File: src/rtl/bird_launch_move.sv
// Slingshot bird motion: READY -> FLY (ballistic, pixel*64 fixed point) -> STOP -> respawn.
// Optional bounce-on-collision behaviour is enabled by defining BIRD_BOUNCE_EN.
module bird_launch_move #(
  parameter int INITIAL_X      = 64,
  parameter int INITIAL_Y      = 380,
  parameter int LAUNCH_VX      = 200,
  parameter int LAUNCH_VY      = -400,
  parameter int GRAVITY        = 8,
  parameter int X_MAX          = 640,
  parameter int Y_MAX          = 480,
  parameter int RESPAWN_FRAMES = 30
) (
  input  logic               clk,
  input  logic               resetN,
  input  logic               shoot,
  input  logic               startOfFrame,
  input  logic               collision,
  output logic signed [10:0] topLeftX,
  output logic signed [10:0] topLeftY,
  output logic               bird_flying,
  output logic               bird_done
);

  typedef enum logic [1:0] {
    READY_ST = 2'd0,
    FLY_ST   = 2'd1,
    STOP_ST  = 2'd2
  } state_t;

  localparam logic signed [31:0] INIT_X_FP = 32'(INITIAL_X * 64);
  localparam logic signed [31:0] INIT_Y_FP = 32'(INITIAL_Y * 64);

  state_t             state_q, state_d;
  logic signed [31:0] pos_x_q, pos_x_d, pos_y_q, pos_y_d;
  logic signed [15:0] vx_q, vx_d, vy_q, vy_d;
  logic               flag_q, flag_d;
  logic [15:0]        cnt_q, cnt_d;
  logic               bird_flying_q, bird_done_q;
  logic               bird_done_d;

  logic signed [31:0] nx_s, ny_s;
  logic signed [25:0] npx_s, npy_s;
  logic               hit_s, oob_s, bounce_ok_s, respawn_s;

`ifdef BIRD_BOUNCE_EN
  logic [1:0] bounce_q, bounce_d;
`endif

  // Candidate motion update and the checks evaluated against it at a frame tick
  always_comb begin
    nx_s      = pos_x_q + 32'(vx_q);
    ny_s      = pos_y_q + 32'(vy_q);
    npx_s     = nx_s[31:6];
    npy_s     = ny_s[31:6];
    oob_s     = (npx_s > $signed(26'(X_MAX))) || nx_s[31] || (npy_s > $signed(26'(Y_MAX)));
    hit_s     = flag_q || collision;
    respawn_s = (cnt_q == 16'(RESPAWN_FRAMES - 1));
`ifdef BIRD_BOUNCE_EN
    bounce_ok_s = (vy_q > 16'sd0) && (bounce_q < 2'd2);
`else
    bounce_ok_s = 1'b0;
`endif
  end

  // State and datapath registers, synchronous active-low reset
  always_ff @(posedge clk) begin
    if (!resetN) begin
      state_q       <= READY_ST;
      pos_x_q       <= INIT_X_FP;
      pos_y_q       <= INIT_Y_FP;
      vx_q          <= 16'sd0;
      vy_q          <= 16'sd0;
      flag_q        <= 1'b0;
      cnt_q         <= 16'd0;
      bird_flying_q <= 1'b0;
      bird_done_q   <= 1'b0;
    end else begin
      state_q       <= state_d;
      pos_x_q       <= pos_x_d;
      pos_y_q       <= pos_y_d;
      vx_q          <= vx_d;
      vy_q          <= vy_d;
      flag_q        <= flag_d;
      cnt_q         <= cnt_d;
      bird_flying_q <= (state_q == FLY_ST);
      bird_done_q   <= bird_done_d;
    end
  end

`ifdef BIRD_BOUNCE_EN
  // Bounce counter register
  always_ff @(posedge clk) begin
    if (!resetN) begin
      bounce_q <= 2'd0;
    end else begin
      bounce_q <= bounce_d;
    end
  end
`endif

  // Next-state logic; a flagged collision outranks an out-of-bounds result
  always_comb begin
    state_d = state_q;
    case (state_q)
      READY_ST: begin
        if (shoot) state_d = FLY_ST;
        else       state_d = READY_ST;
      end
      FLY_ST: begin
        if (startOfFrame && hit_s && !bounce_ok_s) state_d = STOP_ST;
        else if (startOfFrame && !hit_s && oob_s)  state_d = STOP_ST;
        else                                       state_d = FLY_ST;
      end
      STOP_ST: begin
        if (startOfFrame && respawn_s) state_d = READY_ST;
        else                           state_d = STOP_ST;
      end
      default: state_d = READY_ST;
    endcase
  end

  // Datapath next values per state
  always_comb begin
    pos_x_d = pos_x_q;
    pos_y_d = pos_y_q;
    vx_d    = vx_q;
    vy_d    = vy_q;
    flag_d  = 1'b0;
    cnt_d   = cnt_q;
`ifdef BIRD_BOUNCE_EN
    bounce_d = bounce_q;
`endif
    case (state_q)
      READY_ST: begin
        pos_x_d = INIT_X_FP;
        pos_y_d = INIT_Y_FP;
        cnt_d   = 16'd0;
`ifdef BIRD_BOUNCE_EN
        bounce_d = 2'd0;
`endif
        if (shoot) begin
          vx_d = 16'(LAUNCH_VX);
          vy_d = 16'(LAUNCH_VY);
        end else begin
          vx_d = 16'sd0;
          vy_d = 16'sd0;
        end
      end
      FLY_ST: begin
        if (!startOfFrame) begin
          flag_d = hit_s;
        end else if (hit_s && bounce_ok_s) begin
          vy_d = -(vy_q >>> 1);
`ifdef BIRD_BOUNCE_EN
          bounce_d = bounce_q + 2'd1;
`endif
        end else if (hit_s) begin
          vx_d = 16'sd0;
          vy_d = 16'sd0;
        end else begin
          pos_x_d = nx_s;
          pos_y_d = ny_s;
          vy_d    = vy_q + 16'(GRAVITY);
        end
      end
      STOP_ST: begin
        if (startOfFrame && respawn_s) begin
          cnt_d   = 16'd0;
          pos_x_d = INIT_X_FP;
          pos_y_d = INIT_Y_FP;
        end else if (startOfFrame) begin
          cnt_d = cnt_q + 16'd1;
        end else begin
          cnt_d = cnt_q;
        end
      end
      default: begin
        pos_x_d = INIT_X_FP;
        pos_y_d = INIT_Y_FP;
      end
    endcase
  end

  // Output decode
  always_comb begin
    bird_done_d = (state_q == STOP_ST) && (state_d == READY_ST);
  end

  assign topLeftX    = pos_x_q[16:6];
  assign topLeftY    = pos_y_q[16:6];
  assign bird_flying = bird_flying_q;
  assign bird_done   = bird_done_q;

endmodule

File: config.mk
export PLATFORM = sky130hd
export DESIGN_NAME = bird_launch_move
export DESIGN_NICKNAME = d
export VERILOG_FILES = /design/src/rtl/bird_launch_move.sv
export SDC_FILE = /design/constraint.sdc
export NUM_CORES = 1
export LEC_CHECK = 0
export CAP_MARGIN = 5
export CORE_UTILIZATION = 30
export CTS_CLUSTER_DIAMETER = 150
export CTS_CLUSTER_SIZE = 12
export DETAILED_ROUTE_END_ITERATION = 16
export PLACE_DENSITY = 0.46
export SLEW_MARGIN = 20
export SYNTH_ARGS = -nofsm -noshare
export SYNTH_HDL_FRONTEND = slang
export SYNTH_SLANG_ARGS = --single-unit
File: constraint.sdc
create_clock -name clk -period 3.3 [get_ports clk]
set_input_delay 0.66 -clock clk [delete_from_list [all_inputs] [get_ports clk]]
set_output_delay 0.66 -clock clk [all_outputs]
set_load 0.03 [all_outputs]
==> flow_summary.ini, run 1 <==
; flow metrics
[run_status]
status = completed

[global_route]
gr-total-overflow = 0
grt_pass1_vias = 6228
grt_usage = 0.179
grt_start_max_net_pins = 50
antenna_found_initial = 0
grt_pass1_wl_mm = 33.8

[worst_setup_path]
cp-startpoint = vy_q[4]
endpoint_kind = flip-flop
r2r_slack_ps = 200
arrival_ps = 3340
path_max_fanout = 5
crit_required_ps = 3540
startpoint_type = flip-flop

[timing]
maxSlewViolCount = 0
max_slew.worst_pin.slew_ps = 589
timing.max_slew.rel_slack = 0.608
timing.fmax_ghz = 0.323
setup_viol = 0
fin_skew_ps = 7.10
period_minus_slack_ps = 3100
fin_crit_sh = 0.939
hold_viol_final = 0
hold-worst-slack_ps = 468

[place]
dp_cells = 1180
io_buffers = 28
dp_hpwl_mm = 14.8
place.gp.congestion = 0.897
dpl_cell_area_um2 = 7430

[worst_hold_path]
min_path_type = reg2reg
worstHoldStart = pos_y_q[4]

[cells_and_area]
fin_area_um2 = 7860
final_common_cell = nor2_1
fill_cells = 2349
final_nets = 953
layout-drive-gt1-share = 0.118
register_area_um2 = 1900
area_growth_pct = 15.6
logic_area_um2 = 4530
final_cells = 1197
antennaDiodeCount = 0

[synth]
ys_area_um2 = 6800
synth_stat.cells = 900
synth_cells = 900
ys_ff = 95
ys_types = 77
yosys_warnings = 0
synth_seq_share = 0.280
synth_nets = 941
edf_count = 0
ys_async_sr_fraction = 0
ff_type = dfxtp_1
netlist_area_um2 = 6800

[clock_tree]
clk_latency_ps = 360
path_clk_slew_ps = 80
cts.sinks = 95
numCtsBuffers = 9
cts-root-buf = clkbuf_16
ctsHtreeMaxLevel = 3
tritoncts = built
cts_buffer_depth = 2
ctsHoldBuffers = 0

[floorplan]
fp-utilization = 0.309
die_area_um2 = 23300

[route]
dr.first_iter.drc_count = 411
first_pass_iters = 7
avgViaCountPerCell = 5.55
route.detailed.drc = 0
ant_nets = 0

[power_and_ir_drop]
power_leakage_uw = 0.00295
p_per_area_nw_per_um2 = 380

[job]
warnings = 27
## run 1: report_power, final
| group | internal [µW] | leakage [µW] | switching [µW] | total, µW |
|---|---|---|---|---|
| clock network | 622 | 0.000152 | 524 | 1150 |
| registers | 1170 | 0.000770 | 35.2 | 1210 |
| logic | 227 | 0.00203 | 404 | 631 |
## run 1: cell type report
class | count | area share
well taps | 280 | 0.0446
inverters | 17 | 0.00812
repair buffers | 83 | 0.0882
clock inverters | 6 | 0.00956
multi-input cells | 706 | 0.577
flip-flops and latches | 95 | 0.242
clock buffers | 10 | 0.0304
## run 1: worst paths after layout
| check | endpoint | cells past startpoint |
|---|---|---|
| min | pos_y_q[4] | 2 |
| min reg2reg | pos_y_q[4] | 2 |
| max reg2reg | state_q[1] | 11 |
| max | state_q[1] | 11 |
## run 1: critical path, cell delays in order (launching register included)
cell and delay (ps):
dfxtp_1 400, ha_1 290, a21oi_1 340, o21ai_1 210
a32oi_1 310, a21oi_1 160, o21ai_1 280, nand2_1 100
xor2_1 180, a2111o_1 410, nor3_2 200, o31ai_1 100
## run 1: logic make-up (layout without fill, tap and decap cells)
logic type,after synthesis,in the layout,synth area share
and+or+nand+nor,345,345,0.252
AOI/OAI and AO/OA,272,272,0.264
buffers and inverters,99,116,0.0703
DFF,95,95,0.280
xor gates and xnor gates,50,50,0.0644
adders and majority gates,36,36,0.0663
muxes,2,2,0.00295
other,1,1,0.000552
## run 1: per-layer routing
metal / vias up / share of wire / global-route usage
li1: 3331 / - / -
met1: 3174 / 0.48 / 0.242
met2: 125 / 0.47 / 0.297
met3: 19 / 0.032 / 0.0262
met4: 0 / 0.014 / 0.0462
met5: - / 0 / 0
## run 1: cell usage after synthesis, drive strengths merged (7+ instances only)
cell type,instances,area [µm²]
o31ai,8,65.1
dfxtp,95,1900
a31oi,18,119
buf,35,236
a21oi,72,364
a22oi,32,240
nand3,29,150
nor3,26,135
nand4,29,194
and3,13,81.3
xor2,21,184
and2,7,43.8
nor2,116,435
a21o,12,90.1
nand2,71,267
and4,8,70.1
xnor2,29,254
or3,7,43.8
o21ai,60,300
inv,17,63.8
nor4,13,87.6
o211ai,11,82.6
ha,36,450
clkbuf,47,178
a311oi,9,78.8
## run 1: repair_timing
action,CTS,global route
gates resized,3,20
gates cloned,0,0
hold endpoints to repair,0,0
pin swaps,0,7
setup buffers,0,1
endpoints found under the setup margin,2,2
## run 1: per-stage QoR
stage / util / total power (µW) / setup WS (ps) / TNS [ps]
2_1_floorplan: - / 1650 / 265 / 0
3_3_place_gp: 0.337 / 1860 / 49.1 / 0
3_5_place_dp: 0.337 / 1850 / -13.9 / -13.9
4_1_cts: 0.352 / 3020 / 90.7 / 0
5_1_grt: 0.357 / 3140 / 17.3 / 0
6_report: 0.357 / 2990 / 203 / 0
## run 1: flip-flops by register name, indices dropped and copies added, names as in the netlist
name,count
vy_q,13
flag_q,1
pos_x_q,29
bird_done,1
cnt_q,16
state_q,2
bird_flying,1
vx_q,1
pos_y_q,31
Run 1, met2 routing:
Drawn at 2 px/µm.
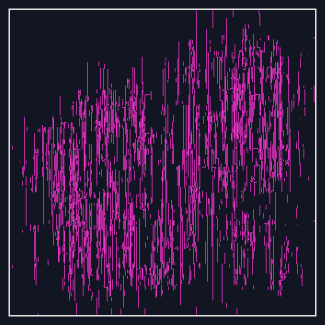
- longest straight run: 65.3 µm
- nets with wire on the layer: 771
Routed WL: 20.7 mm
met2 usage: 0.297
vias after detailed routing: 6,649

Run 1, PDN straps and rails:
Drawn at 2 px/µm. Pins as bars on the die edge.
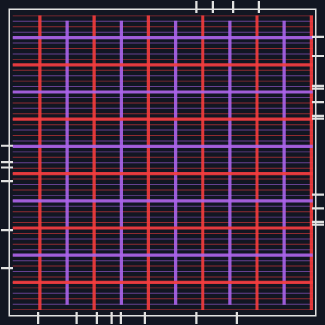
- VSS: red
- VDD: purple
- signal pins: 29
- met5 straps: 10
Core Region: 22,000 µm²
Die Span Y: 153 µm
Peak VDD IR: 224 µV
die width: 153 µm

Run 1, sequential cells coloured by netlist name:
Drawn at 2 px/µm.
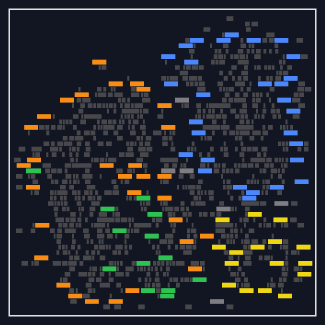
- pos_y_q: orange (sequential cells 31)
- vy_q: green (sequential cells 13; where south)
- pos_x_q: blue (sequential cells 29)
- cnt_q: yellow (sequential cells 16; where south-east)
P_seq: 1210 µW
Final Core Density: 0.357
flop share of the area: 0.242

==> inputs of run 2 (changes only) <==
--- a/config.mk
+++ b/config.mk
@@ -10,6 +10,8 @@
 export CTS_CLUSTER_DIAMETER = 150
 export CTS_CLUSTER_SIZE = 12
 export DETAILED_ROUTE_END_ITERATION = 16
+export GPL_ROUTABILITY_DRIVEN = 1
+export HOLD_SLACK_MARGIN = 0.12
 export PLACE_DENSITY = 0.46
 export SLEW_MARGIN = 20
 export SYNTH_ARGS = -nofsm -noshare
Run 2, sequential cells coloured by netlist name:
Drawn at 2 px/µm.
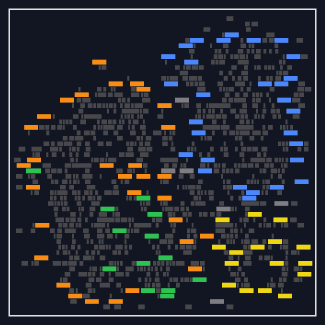
- pos_x_q: blue (sequential cells 29)
- cnt_q: yellow (sequential cells 16; where south-east)
- vy_q: green (sequential cells 13; where south)
- pos_y_q: orange (sequential cells 31)
- not coloured: 6
Reg area: 1900 µm²

==> flow_summary.ini, run 2 <==
; flow metrics
[synth]
yosys.area.top_type_share = 0.280
synth_area_leader_cell = dfxtp_1
netlist_area_um2 = 6800
synth.most_common_cell = nor2_1
synth_nets = 941
ys_types = 77
synth_seq_share = 0.280
ys_async_sr_fraction = 0
edf_count = 0

[floorplan]
coreArea_um2 = 22000
dieHeight_um = 153
die_w_um = 153

[clock_tree]
tritoncts = built
numCtsBuffers = 9
ctsHoldBuffers = 0
path_clk_slew_ps = 80
clk_latency_ps = 360
ctsHtreeMaxLevel = 3
cts-root-buf = clkbuf_16

[timing]
fin_setup_tns_ps = 0
max_slew.worst_pin.slew_ps = 589
maxSlewViolCount = 0
fin_crit_sh = 0.939
fin_ws_ps = 203
timing.fmax_ghz = 0.323

[worst_setup_path]
reg2reg_depth = 11
path_max_fanout = 5
r2r_slack_ps = 200
path_depth = 11
arrival_ps = 3340
slowest_stage = a2111o_1
critPathMaxStageDelay_ps = 410
critPathTopFamily = AND-OR/OR-AND gates
crit_required_ps = 3540

[cells_and_area]
area_growth_pct = 15.6
antennaDiodeCount = 0
final_nets = 953
final_common_cell = nor2_1
top_regs = pos_y_q: 31 flops, pos_x_q: 29 flops, cnt_q: 16 flops
fin_area_um2 = 7860
final_core_util = 0.357
fill_cells = 2349
layout-drive-gt1-share = 0.118

[route]
met1Wirelength_mm = 10.0
first_pass_iters = 7
wl_mm = 20.7
route.detailed.drc = 0
num_vias = 6649

[power_and_ir_drop]
clock_power_share = 0.384
power_frac_comb = 0.211
p_sw_frac = 0.323
intPower_uw = 2020
peakVddDrop_uv = 224

[place]
dpl_cell_area_um2 = 7430

[global_route]
grt_start_max_net_pins = 50

[worst_hold_path]
min_path_type = reg2reg

[run_status]
status = completed
Run 2, PDN straps and rails:
Drawn at 2 px/µm. Pins as bars on the die edge.
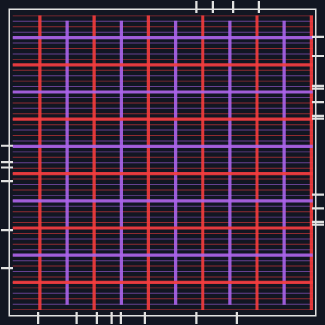
- VSS: red
- VDD: purple
- rows: 54
- met1 rails: 55
- met5 straps: 10
- met4 straps: 11

## run 2: cell counts after synthesis
No cell type changed its count.
## run 2: path summary, 6_finish.rpt
| kind | startpoint | end |
|---|---|---|
| max | vy_q[4] | state_q[1] |
| min | pos_y_q[4] | pos_y_q[4] |
| max reg2reg | vy_q[4] | state_q[1] |
| min reg2reg | pos_y_q[4] | pos_y_q[4] |
## run 2: stage by stage
| step | total power [µW] | hold slack [ps] |
|---|---|---|
| after detailed placement | 1850 | 455 |
| after CTS | 3020 | 469 |
| after floorplan | 1650 | 436 |
| final | 2990 | 468 |
| after global placement | 1860 | 455 |
| after global routing | 3140 | 483 |
## run 2: cell families (layout without fill, tap and decap cells)
group | count (synthesis) | after routing | share of synthesized area
AND/OR/NAND/NOR | 345 | 345 | 0.252
AND-OR/OR-AND | 272 | 272 | 0.264
buffers and inverters | 99 | 116 | 0.0703
flip-flops | 95 | 95 | 0.280
XOR/XNOR | 50 | 50 | 0.0644
adder cells (fa/ha/maj) | 36 | 36 | 0.0663
multiplexers | 2 | 2 | 0.00295
other | 1 | 1 | 0.000552
## run 2: final cells by class
class	count	share of cell area
clock buffer	10	0.0304
clock inverter	6	0.00956
inverter	17	0.00812
multi-input combinational	706	0.577
sequential	95	0.242
tap	280	0.0446
timing repair buffer	83	0.0882
## run 2: tightest hold or removal path, cell delays in order, from the launching register on
cell	delay, ps
dfxtp_1	320
nand2_1	60
a21oi_1	50
## run 2: power groups by stage
stage          logic [µW]  clock network (µW)  registers [µW]
6_report              631                1150            1210
5_1_grt               694                1230            1210
4_1_cts               625                1190            1210
3_5_place_dp          620                   0            1230
3_3_place_gp          629                   0            1230
2_1_floorplan         424                   0            1230
## run 2: per-layer routing
metal | global-route usage | vias to the layer above
met5 | 0 | -
met3 | 0.0262 | 19
li1 | - | 3331
met4 | 0.0462 | 0
met1 | 0.242 | 3174
met2 | 0.297 | 125
## run 2: timing repair
action / 4_1_cts / 5_1_grt
pin swaps: 0 / 7
resized: 3 / 20
cloned: 0 / 0
endpoints found under the setup margin: 2 / 2
buffers inserted: 0 / 1
==> inputs of run 3 (changes only) <==
--- a/config.mk
+++ b/config.mk
@@ -13,6 +13,7 @@
 export GPL_ROUTABILITY_DRIVEN = 1
 export HOLD_SLACK_MARGIN = 0.12
 export PLACE_DENSITY = 0.46
+export REMOVE_ABC_BUFFERS = 1
 export SLEW_MARGIN = 20
 export SYNTH_ARGS = -nofsm -noshare
 export SYNTH_HDL_FRONTEND = slang
Run 3, clock routing:
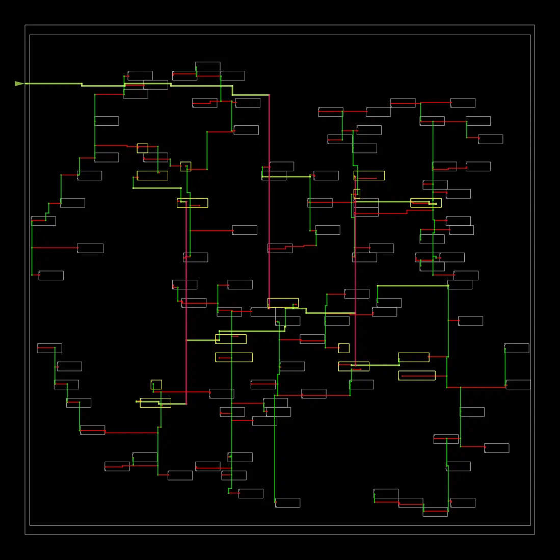
Worst Clk Skew: 9.46 ps
num sequential: 95
Layout clock buffers: 9
CTS Buf Count: 9

==> flow_summary.ini, run 3 <==
; flow metrics
[worst_setup_path]
crit_required_ps = 3550
reg2reg_depth = 11
r2r-start = vy_q[10]
arrival_ps = 3340
r2r_slack_ps = 220
r2r-end = state_q[1]
path_max_fanout = 8

[power_and_ir_drop]
power_frac_comb = 0.211
p_sw_frac = 0.316
intPower_uw = 2090

[synth]
yosys.area.top_type_share = 0.280
synth_seq_share = 0.280
synth.most_common_cell = nor2_1
ys_types = 77
ys_async_sr_fraction = 0
synth_area_leader_cell = dfxtp_1
edf_count = 0

[worst_hold_path]
whs_endpoint = pos_y_q[5]
worstHoldStart = pos_y_q[5]
min_path_type = reg2reg

[clock_tree]
clk_latency_ps = 370
ctsHoldBuffers = 0
path_clk_slew_ps = 70
ctsHtreeMaxLevel = 3

[timing]
fin_setup_tns_ps = 0
fin_crit_sh = 0.935
fin_ws_ps = 216
timing.fmax_ghz = 0.324

[cells_and_area]
top_regs = pos_y_q: 31 flops, pos_x_q: 29 flops, cnt_q: 16 flops
area_growth_pct = 16.6
final_common_cell = nor2_1
final_nets = 957
antennaDiodeCount = 0
layout-drive-gt1-share = 0.124

[route]
wl_mm = 20.8
route.detailed.drc = 0
num_vias = 6666
met1Wirelength_mm = 10.2

[global_route]
grt_start_max_net_pins = 41

[run_status]
status = completed

[floorplan]
coreArea_um2 = 22000
die_w_um = 153
dieHeight_um = 153
Run 3, PDN straps and rails:
Drawn at 2 px/µm. Pins as bars on the die edge.
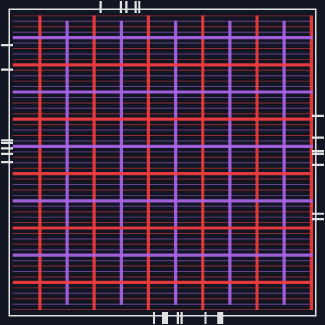
- VSS: red
- VDD: purple
- rows: 54
- met5 straps: 10
Peak VDD IR: 211 µV

-- run 3: cell counts after synthesis --
No cell type changed its count.
-- run 3: stage by stage --
stage	instance area [µm²]	utilization	cells	hold slack, ps	total power (µW)
finish	7930	0.360	1201	464	3060
global route	7930	0.360	1201	496	3190
CTS	7790	0.353	1197	467	3080
detailed placement	7460	0.339	1181	457	1870
global placement	7460	0.339	1181	451	1880
floorplan	6380	-	818	436	1620
-- run 3: cell families (layout without fill, tap and decap cells) --
logic type / Yosys count / count (layout) / share of synthesized area
muxes: 2 / 2 / 0.00295
and+or+nand+nor: 345 / 345 / 0.252
DFF: 95 / 95 / 0.280
adders and majority gates: 36 / 36 / 0.0663
other: 1 / 1 / 0.000552
AOI/OAI and AO/OA: 272 / 272 / 0.264
buffers and inverters: 99 / 120 / 0.0703
xor gates and xnor gates: 50 / 50 / 0.0644
-- run 3: timing repair --
action	CTS	global route
setup endpoints to repair	0	2
setup buffers	0	4
resized	0	23
-- run 3: how the worst max path moves through the flow --
stage	to	slack, ps	from	depth (start not counted)
2_1_floorplan	state_q[1]	270	vy_q[15]	11
3_3_place_gp	state_q[1]	-6	pos_x_q[7]	11
3_5_place_dp	state_q[1]	10	pos_x_q[7]	11
4_1_cts	state_q[1]	10	pos_x_q[7]	11
5_1_grt	state_q[1]	20	vy_q[15]	12
6_report	state_q[1]	220	vy_q[10]	11
-- run 3: cell type report --
type	count	area, µm²
Tap cell	280	350
Inverter	17	63.8
Clock buffer	9	225
Timing Repair Buffer	87	748
Fill cell	2296	14100
Clock inverter	7	100
Sequential cell	95	1900
Multi-Input combinational cell	706	4540
-- run 3: metal layers --
metal | global-route usage | up-vias
met5 | 0 | -
met4 | 0.0515 | 0
met3 | 0.0276 | 15
met2 | 0.294 | 143
met1 | 0.244 | 3173
li1 | - | 3335
-- run 3: critical path: stages, from the launching register on --
cell and delay [ps]:
dfxtp_1 450, ha_1 370, nand4_1 300, nor2_1 90, a41oi_2 260, a21oi_1 100
a211o_1 340, a41oi_2 220, xnor2_1 150, a311o_1 380, nor3_2 220, o31ai_1 100
-- run 3: power groups by stage --
stage                     Clock [µW]  Combinational [µW]  Sequential [µW]
after floorplan                    0                 383             1240
after global placement             0                 643             1230
after detailed placement           0                 633             1230
after CTS                       1240                 635             1210
after global routing            1270                 710             1210
final                           1200                 646             1210
No activity file was given, so power comes from the tool's default toggle rates.
